**Nets reached from selected ports**

Scale: 2 px per µm.
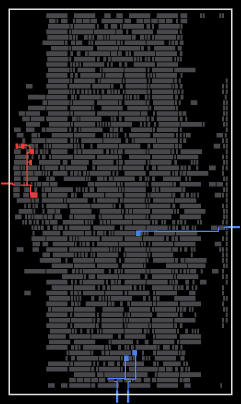
**Placement view**

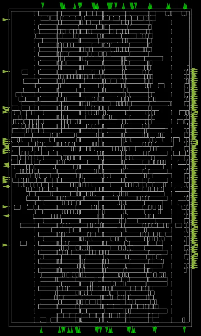
**M1 wires**

Scale: 3 px per µm. Supply wires on this layer in grey. Cells faint in the background.
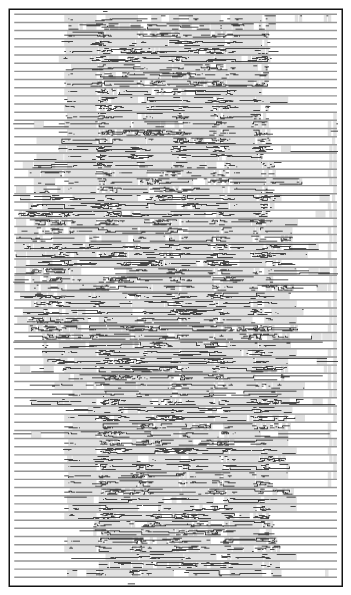
**Cell classes on the final placement**

Scale: 2 px per µm.
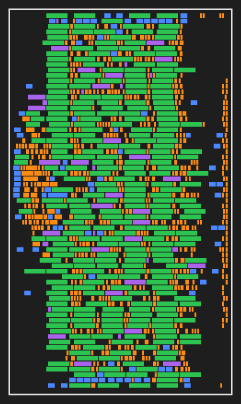
**Cell area per tile**

Scale: 2 px per µm. The die is cut into 11 by 19 equal tiles; dark blue is low, red is high, 0 to 100% covered.
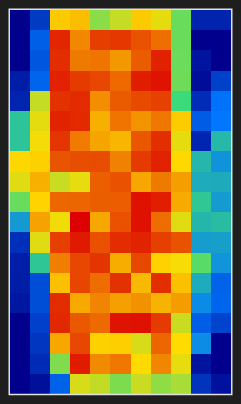
## src/rtl/analyzer_pkg.sv

```systemverilog
// ---------------------------------------------------------------------------
// analyzer_pkg
//   Shared types and constants for number_analyzer and every consumer of its
//   results (analyzer_result_collector, result_fifo, host-side readers).
//
//   Contents:
//     FLAG_ODD / FLAG_FIB / FLAG_PAL : bit positions inside a flags vector
//     FLAGS_W                        : width of the flags vector (3)
//     result_t                       : {number[31:0], flags[2:0]}, 35 bits
//     make_result()                  : builds a result_t from raw analyzer bits
// ---------------------------------------------------------------------------
package analyzer_pkg;

  localparam int FLAG_ODD = 0;
  localparam int FLAG_FIB = 1;
  localparam int FLAG_PAL = 2;
  localparam int FLAGS_W  = 3;
  localparam int NUMBER_W = 32;

  typedef struct packed {
    logic [NUMBER_W-1:0] number;
    logic [FLAGS_W-1:0]  flags;   // {pal, fib, odd}
  } result_t;

  // Packs the analyzer outputs so that flags land on their FLAG_* positions.
  function automatic result_t make_result(
    input logic [NUMBER_W-1:0] number,
    input logic                odd,
    input logic                fib,
    input logic                pal
  );
    result_t r;
    r.number          = number;
    r.flags           = '0;
    r.flags[FLAG_ODD] = odd;
    r.flags[FLAG_FIB] = fib;
    r.flags[FLAG_PAL] = pal;
    return r;
  endfunction

endpackage : analyzer_pkg

```

## src/rtl/result_fifo.sv

```systemverilog
// ---------------------------------------------------------------------------
// result_fifo
//   Synchronous single-clock FIFO of analyzer_pkg::result_t entries.
//   The head entry is read combinationally from storage (first-word
//   fall-through), so o_data is valid whenever o_empty is low.
//
//   Parameters:
//     DEPTH   : number of entries, power of two, >= 2
//   Ports:
//     clock   : rising-edge clock
//     reset   : synchronous active-high, empties the FIFO
//     i_push  : write request, i_data is stored when accepted
//     i_data  : entry to store
//     i_pop   : read request, ignored while empty
//     o_data  : head entry (don't-care while empty)
//     o_full  : DEPTH entries held
//     o_empty : no entries held
//
//   A push while full is accepted only when a pop happens in the same cycle;
//   otherwise it is discarded here and the caller accounts for the loss.
// ---------------------------------------------------------------------------
module result_fifo
  import analyzer_pkg::*;
#(
  parameter int DEPTH = 8
) (
  input  logic    clock,
  input  logic    reset,
  input  logic    i_push,
  input  result_t i_data,
  input  logic    i_pop,
  output result_t o_data,
  output logic    o_full,
  output logic    o_empty
);

  localparam int AW = $clog2(DEPTH);

  // One extra pointer bit distinguishes full from empty when indices match.
  logic [AW:0]   r_wr_ptr;
  logic [AW:0]   r_rd_ptr;
  result_t       r_mem [DEPTH];

  logic          w_do_pop;
  logic          w_do_push;
  logic [AW-1:0] w_wr_idx;
  logic [AW-1:0] w_rd_idx;

  assign w_wr_idx = r_wr_ptr[AW-1:0];
  assign w_rd_idx = r_rd_ptr[AW-1:0];

  assign o_empty  = (r_wr_ptr == r_rd_ptr);
  assign o_full   = (w_wr_idx == w_rd_idx) && (r_wr_ptr[AW] != r_rd_ptr[AW]);

  assign w_do_pop  = i_pop & ~o_empty;
  // Full-and-popping frees the slot being written this very edge.
  assign w_do_push = i_push & (~o_full | w_do_pop);

  assign o_data = r_mem[w_rd_idx];

  // Storage has no reset: contents are meaningless until the pointers say so.
  always_ff @(posedge clock) begin
    if (w_do_push && !reset) begin
      r_mem[w_wr_idx] <= i_data;
    end
  end

  always_ff @(posedge clock) begin
    if (reset) begin
      r_wr_ptr <= '0;
      r_rd_ptr <= '0;
    end else begin
      if (w_do_push) begin
        r_wr_ptr <= r_wr_ptr + 1'b1;
      end
      if (w_do_pop) begin
        r_rd_ptr <= r_rd_ptr + 1'b1;
      end
    end
  end

endmodule : result_fifo

```

## src/rtl/analyzer_result_collector.sv

```systemverilog
// ---------------------------------------------------------------------------
// analyzer_result_collector
//   Captures each completed number_analyzer result (rising edge of all_ready,
//   qualified by enable) into a result_fifo and presents the oldest entry on
//   a valid/ready port. Keeps saturating statistics counters.
//
//   Build option:
//     COLLECTOR_STATS_EN : when defined, the five counters are built; when
//                          undefined, every count_* output is tied to 0.
//
//   Parameters:
//     DEPTH : FIFO entries (power of two, >= 2)
//     CNT_W : width of each statistics counter
//   Ports:
//     clock, reset       : clock and synchronous active-high reset
//     enable             : low = completion events are ignored entirely
//     in_number          : analyzer number
//     all_ready          : analyzer completion level
//     is_odd/is_fib/is_pal : analyzer flags, valid while all_ready is high
//     out_valid/out_ready  : head-of-FIFO handshake
//     out_number/out_flags : head entry, flags = {pal, fib, odd}
//     fifo_full          : FIFO holds DEPTH entries
//     count_total/odd/fib/pal : event statistics (dropped events included)
//     count_drop         : events lost because the FIFO was full
// ---------------------------------------------------------------------------
module analyzer_result_collector
  import analyzer_pkg::*;
#(
  parameter int DEPTH = 8,
  parameter int CNT_W = 16
) (
  input  logic                clock,
  input  logic                reset,
  input  logic                enable,
  input  logic [31:0]         in_number,
  input  logic                all_ready,
  input  logic                is_odd,
  input  logic                is_fib,
  input  logic                is_pal,
  output logic                out_valid,
  input  logic                out_ready,
  output logic [31:0]         out_number,
  output logic [2:0]          out_flags,
  output logic                fifo_full,
  output logic [CNT_W-1:0]    count_total,
  output logic [CNT_W-1:0]    count_odd,
  output logic [CNT_W-1:0]    count_fib,
  output logic [CNT_W-1:0]    count_pal,
  output logic [CNT_W-1:0]    count_drop
);

  localparam int NUM_CNT   = 5;
  localparam int CNT_TOTAL = 0;
  localparam int CNT_ODD   = 1;
  localparam int CNT_FIB   = 2;
  localparam int CNT_PAL   = 3;
  localparam int CNT_DROP  = 4;

  logic    r_ready_q;
  logic    w_event;
  logic    w_pop;
  logic    w_drop;
  logic    w_empty;
  result_t w_wr_data;
  result_t w_head;

  always_ff @(posedge clock) begin
    if (reset) begin
      r_ready_q <= 1'b0;
    end else begin
      r_ready_q <= all_ready;
    end
  end

  // A level held high yields a single event; after reset r_ready_q is 0, so
  // an all_ready already high then still counts once.
  assign w_event   = all_ready & ~r_ready_q & enable;
  assign w_pop     = out_valid & out_ready;
  assign w_drop    = w_event & fifo_full & ~w_pop;
  assign w_wr_data = make_result(in_number, is_odd, is_fib, is_pal);

  result_fifo #(
    .DEPTH (DEPTH)
  ) u_fifo (
    .clock   (clock),
    .reset   (reset),
    .i_push  (w_event),
    .i_data  (w_wr_data),
    .i_pop   (out_ready),
    .o_data  (w_head),
    .o_full  (fifo_full),
    .o_empty (w_empty)
  );

  assign out_valid  = ~w_empty;
  assign out_number = w_head.number;
  assign out_flags  = w_head.flags;

`ifdef COLLECTOR_STATS_EN
  logic [NUM_CNT-1:0] w_cnt_inc;
  logic [CNT_W-1:0]   r_cnt [NUM_CNT];

  always_comb begin
    w_cnt_inc            = '0;
    w_cnt_inc[CNT_TOTAL] = w_event;
    w_cnt_inc[CNT_ODD]   = w_event & is_odd;
    w_cnt_inc[CNT_FIB]   = w_event & is_fib;
    w_cnt_inc[CNT_PAL]   = w_event & is_pal;
    w_cnt_inc[CNT_DROP]  = w_drop;
  end

  // Each counter sticks at all-ones instead of wrapping.
  for (genvar gi = 0; gi < NUM_CNT; gi++) begin : g_cnt
    always_ff @(posedge clock) begin
      if (reset) begin
        r_cnt[gi] <= '0;
      end else if (w_cnt_inc[gi] && (r_cnt[gi] != {CNT_W{1'b1}})) begin
        r_cnt[gi] <= r_cnt[gi] + 1'b1;
      end
    end
  end

  assign count_total = r_cnt[CNT_TOTAL];
  assign count_odd   = r_cnt[CNT_ODD];
  assign count_fib   = r_cnt[CNT_FIB];
  assign count_pal   = r_cnt[CNT_PAL];
  assign count_drop  = r_cnt[CNT_DROP];
`else
  // Statistics not built: inputs that only feed counters are intentionally
  // left without a load.
  logic w_stats_unused;
  assign w_stats_unused = ^{w_drop, NUM_CNT[0], CNT_TOTAL[0], CNT_ODD[0],
                            CNT_FIB[0], CNT_PAL[0], CNT_DROP[0]};

  assign count_total = '0;
  assign count_odd   = '0;
  assign count_fib   = '0;
  assign count_pal   = '0;
  assign count_drop  = '0;
`endif

endmodule : analyzer_result_collector

```

## config.mk

```make
export PLATFORM = sky130hd
export DESIGN_NAME = analyzer_result_collector
export DESIGN_NICKNAME = d
export VERILOG_FILES = /design/src/rtl/analyzer_pkg.sv /design/src/rtl/result_fifo.sv /design/src/rtl/analyzer_result_collector.sv
export SDC_FILE = /design/constraint.sdc
export NUM_CORES = 1
export LEC_CHECK = 0
export ABC_AREA = 1
export CORE_ASPECT_RATIO = 1.75
export CORE_UTILIZATION = 59
export DETAILED_ROUTE_END_ITERATION = 10
export PLACE_DENSITY = 0.86
export SLEW_MARGIN = 20
export SYNTH_ARGS = -nofsm -noshare
export SYNTH_HDL_FRONTEND = slang
export SYNTH_SLANG_ARGS = --single-unit
```

## constraint.sdc

```tcl
create_clock -name clock -period 8.4 [get_ports clock]
set_input_delay 1.68 -clock clock [delete_from_list [all_inputs] [get_ports clock]]
set_output_delay 1.68 -clock clock [all_outputs]
set_load 0.02 [all_outputs]
```

==> Slide: Implementation Results <==
Synthesis and Place & Route Summary

Flow run
  – Max-cap check violation count: 0
  – OpenROAD warning count: 28

Clocking
  – Source-to-sink clock delay at the later pin of the worst-skew pair: 0.52 ns
  – Total CTS buffers: 23
  – # hold bufs at CTS: 0
  – Root Buffer Master: sky130_fd_sc_hd__clkbuf_16
  – H-tree levels: 1
  – Cells resized by post-CTS repair: 0
  – Setup repair bufs after CTS: 0
  – Clock transition at the registers of the reported paths: 0.07 ns
  – CTS Buffer Depth: 3

Layout
  – Combined flip-flop and latch cell area: 8653 µm²
  – Number of fill cells: 1310
  – Number of nets at the end of the flow: 1104
  – Fin area: 13580 µm²
  – Area of combinational cells with multiple inputs: 2898 µm²
  – Proportion of layout cells with a drive suffix above 1: 0.07149
  – Most frequent cells in the layout: sky130_fd_sc_hd__edfxtp_1, sky130_fd_sc_hd__nor2_1, sky130_fd_sc_hd__o21ai_0, sky130_fd_sc_hd__nand2_1, sky130_fd_sc_hd__conb_1
  – Most common cell after layout, fill and taps aside: sky130_fd_sc_hd__edfxtp_1
  – Relative area change from synthesis to final layout: 11.75%

Routing
  – Ratio of routed vias to standard cells: 5.728
  – Final routed wirelength across all metal layers: 24.25 mm
  – Total met2 wirelength after detailed routing: 13.19 mm
  – Routed via count: 7590
  – WL met1: 8.457 mm
  – Number of detailed-routing iterations run before antenna repair: 5
  – Average wire length per cell after detail routing: 18.30 µm
  – Iter 0 DRT Violations: 741
  – Post-route DRC violation count: 0

Yosys
  – Number of enable-type register cells in the synthesized netlist: 280
  – Ranking of synthesized cells by area: sky130_fd_sc_hd__edfxtp_1, sky130_fd_sc_hd__nor2_1, sky130_fd_sc_hd__buf_4
  – Area share of the largest cell type after synthesis: 0.6921
  – Count of warnings emitted by yosys: 0
  – Prevailing logic family in the synthesized netlist: simple AND/OR/NAND/NOR gates
  – Area of the mapped netlist: 12150 µm²
  – Proportion of register bits with asynchronous set or reset after synthesis: 0
  – Top cell type by total area after synthesis: sky130_fd_sc_hd__edfxtp_1
  – Synthesis-stage register bit count: 292
  – Leading post-synthesis cells by instance count: sky130_fd_sc_hd__edfxtp_1, sky130_fd_sc_hd__nor2_1, sky130_fd_sc_hd__o21ai_0, sky130_fd_sc_hd__nand2_1, sky130_fd_sc_hd__buf_4
  – Post-Syn Instances: 1001
  – Area fraction in full adders, half adders and majority gates: 0.002060
  – Xor/xnor share of the synthesized area: 0.004223
  – Average footprint of a synthesized cell: 12.14 µm²

STA
  – Share of the cycle needed by the critical path after routing: 0.6280
  – Setup clock skew after layout: 0.02083 ns
  – Setup repair after global routing missed its margin: false
  – Worst-case setup margin in the final layout: 3.125 ns
  – Fin Setup TNS: 0 ns
  – Worst-Margin Slew: 1.005 ns
  – Final number of hold-violating endpoints: 0
  – Pins Over Slew Limit: 0
  – Min Clock Period, post-route: 5.275 ns
  – Relative slew slack: 0.3301
  – Post-Route Hold Slack: 0.5456 ns

Worst setup path
  – R2R setup slack: 5.97 ns
  – R2r startpoint: u_fifo.r_wr_ptr[1]
  – Worst Path Arrival: 3.60 ns
  – Slowest cell on the critical path: sky130_fd_sc_hd__clkdlybuf4s50_1
  – Longest individual stage delay on the worst path: 0.66 ns
  – Max Fanout on Critical Path: 71
  – Buffer-and-inverter tally for the worst setup path: 4
  – Capturing point of the worst reg2reg path: u_fifo.r_mem[5][21]
  – R2R cell count: 10
  – Critical path's top delay family: buffers and inverters
  – Library cell appearing most often on the critical path: sky130_fd_sc_hd__buf_4
  – Critical path data required time: 6.72 ns

Global route
  – Global route hottest layer: met2
  – Initial antenna violation count: 0
  – Global-route met3 utilization: 0.03029
  – GR met1 Demand/Resource: 0.2636
  – Global routing met2 resource utilization: 0.4111
  – Global-route wire length before repair: 37.67 mm
  – Via count of the first global-routing pass: 7531
  – Largest net degree at the start of global routing: 101

Pwr
  – Group drawing the most power: sequential cells
  – Net switching power: 811.0 µW
  – Part of the total power dissipated in sequential elements: 0.505
  – Comb pwr share: 0.150
  – Cell-internal power: 2.398 mW
  – Power per Cell Area: 236.4 nW/µm²
  – Sequential power: 1.62 mW
  – Peak ir drop on the vdd network: 0.0001777 V
  – Design Power: 3.209 mW
  – Clk network pwr share: 0.345
  – Leakage power of the design: 4.711 nW

Worst hold path
  – Path class of the lowest-slack min-delay path: flip-flop to flip-flop
  – Instance count along the most critical hold path: 2
  – Worst min-delay path endpoint: u_fifo.r_rd_ptr[3]

Placed design
  – Post-detailed-placement cell area: 12810 µm²
  – Total half-perimeter wirelength after legalization and detailed placement: 12.95 mm
  – GP Congestion: 0.8140
  – Worst setup slack after placement: 3.744 ns
  – Number of I/O port buffers: 76

Floorplan
  – Chip width: 110.5 µm
  – Count of boundary I/O pins: 157
  – Area of the die: 21190 µm²
  – Pre-Place Util: 0.6013

Outcome
  – Run status: finished, final reports clean
## Picture notes: 'nets reached from selected ports'
[red] reset | direction: input | end cells: 5 | wire: 43.2 µm
[blue] out_flags | direction: output | end cells: 3 | wire: 96.6 µm

## Picture notes: 'placement view'
end-of-flow core utilization: 0.6720
post-route insts no fill: 1325
number of flip-flops and latches: 292

## Picture notes: 'M1 wires'
main direction: horizontal
share of all routed wire: 35%
longest straight run: 42.3 µm
nets with wire on the layer: 955

## Picture notes: 'cell classes on the final placement'
[blue] other buffers and delay cells | cells: 90 | share of their area: 6.7%
[orange] all other logic | cells: 655 | share of their area: 22%
[purple] clock drivers and dummy loads | cells: 40 | share of their area: 5.8%
[green] flops | cells: 292 | share of their area: 65%

## Picture notes: 'cell area per tile'
mean over tiles: 63%
nearly empty tiles: 5.7%
fullest tile: 100%
tiles over 75% full: 54%

## area by class of cell
cell class	instances	share of cell area
clock buffers	25	0.04295
well taps	248	0.02286
repair buffers	90	0.06525
multi-input cells	639	0.2135
flip-flops and latches	292	0.6374
clock inverters	15	0.01346
inverters	16	0.004608
## per-stage QoR
step                        util  cells
final                     0.6720   1325
after global placement    0.6327   1284
after global routing      0.6720   1325
after detailed placement  0.6341   1285
after floorplan                -   1080
after CTS                 0.6720   1325
## sequential cells by signal, indices dropped and copies added, names as in the netlist, named ones only
name,flops
u_fifo.r_rd_ptr,4
u_fifo.r_mem,280
u_fifo.r_wr_ptr,4
r_ready_q,1
Power figures rest on the tool's default switching activity, not on a simulated workload.
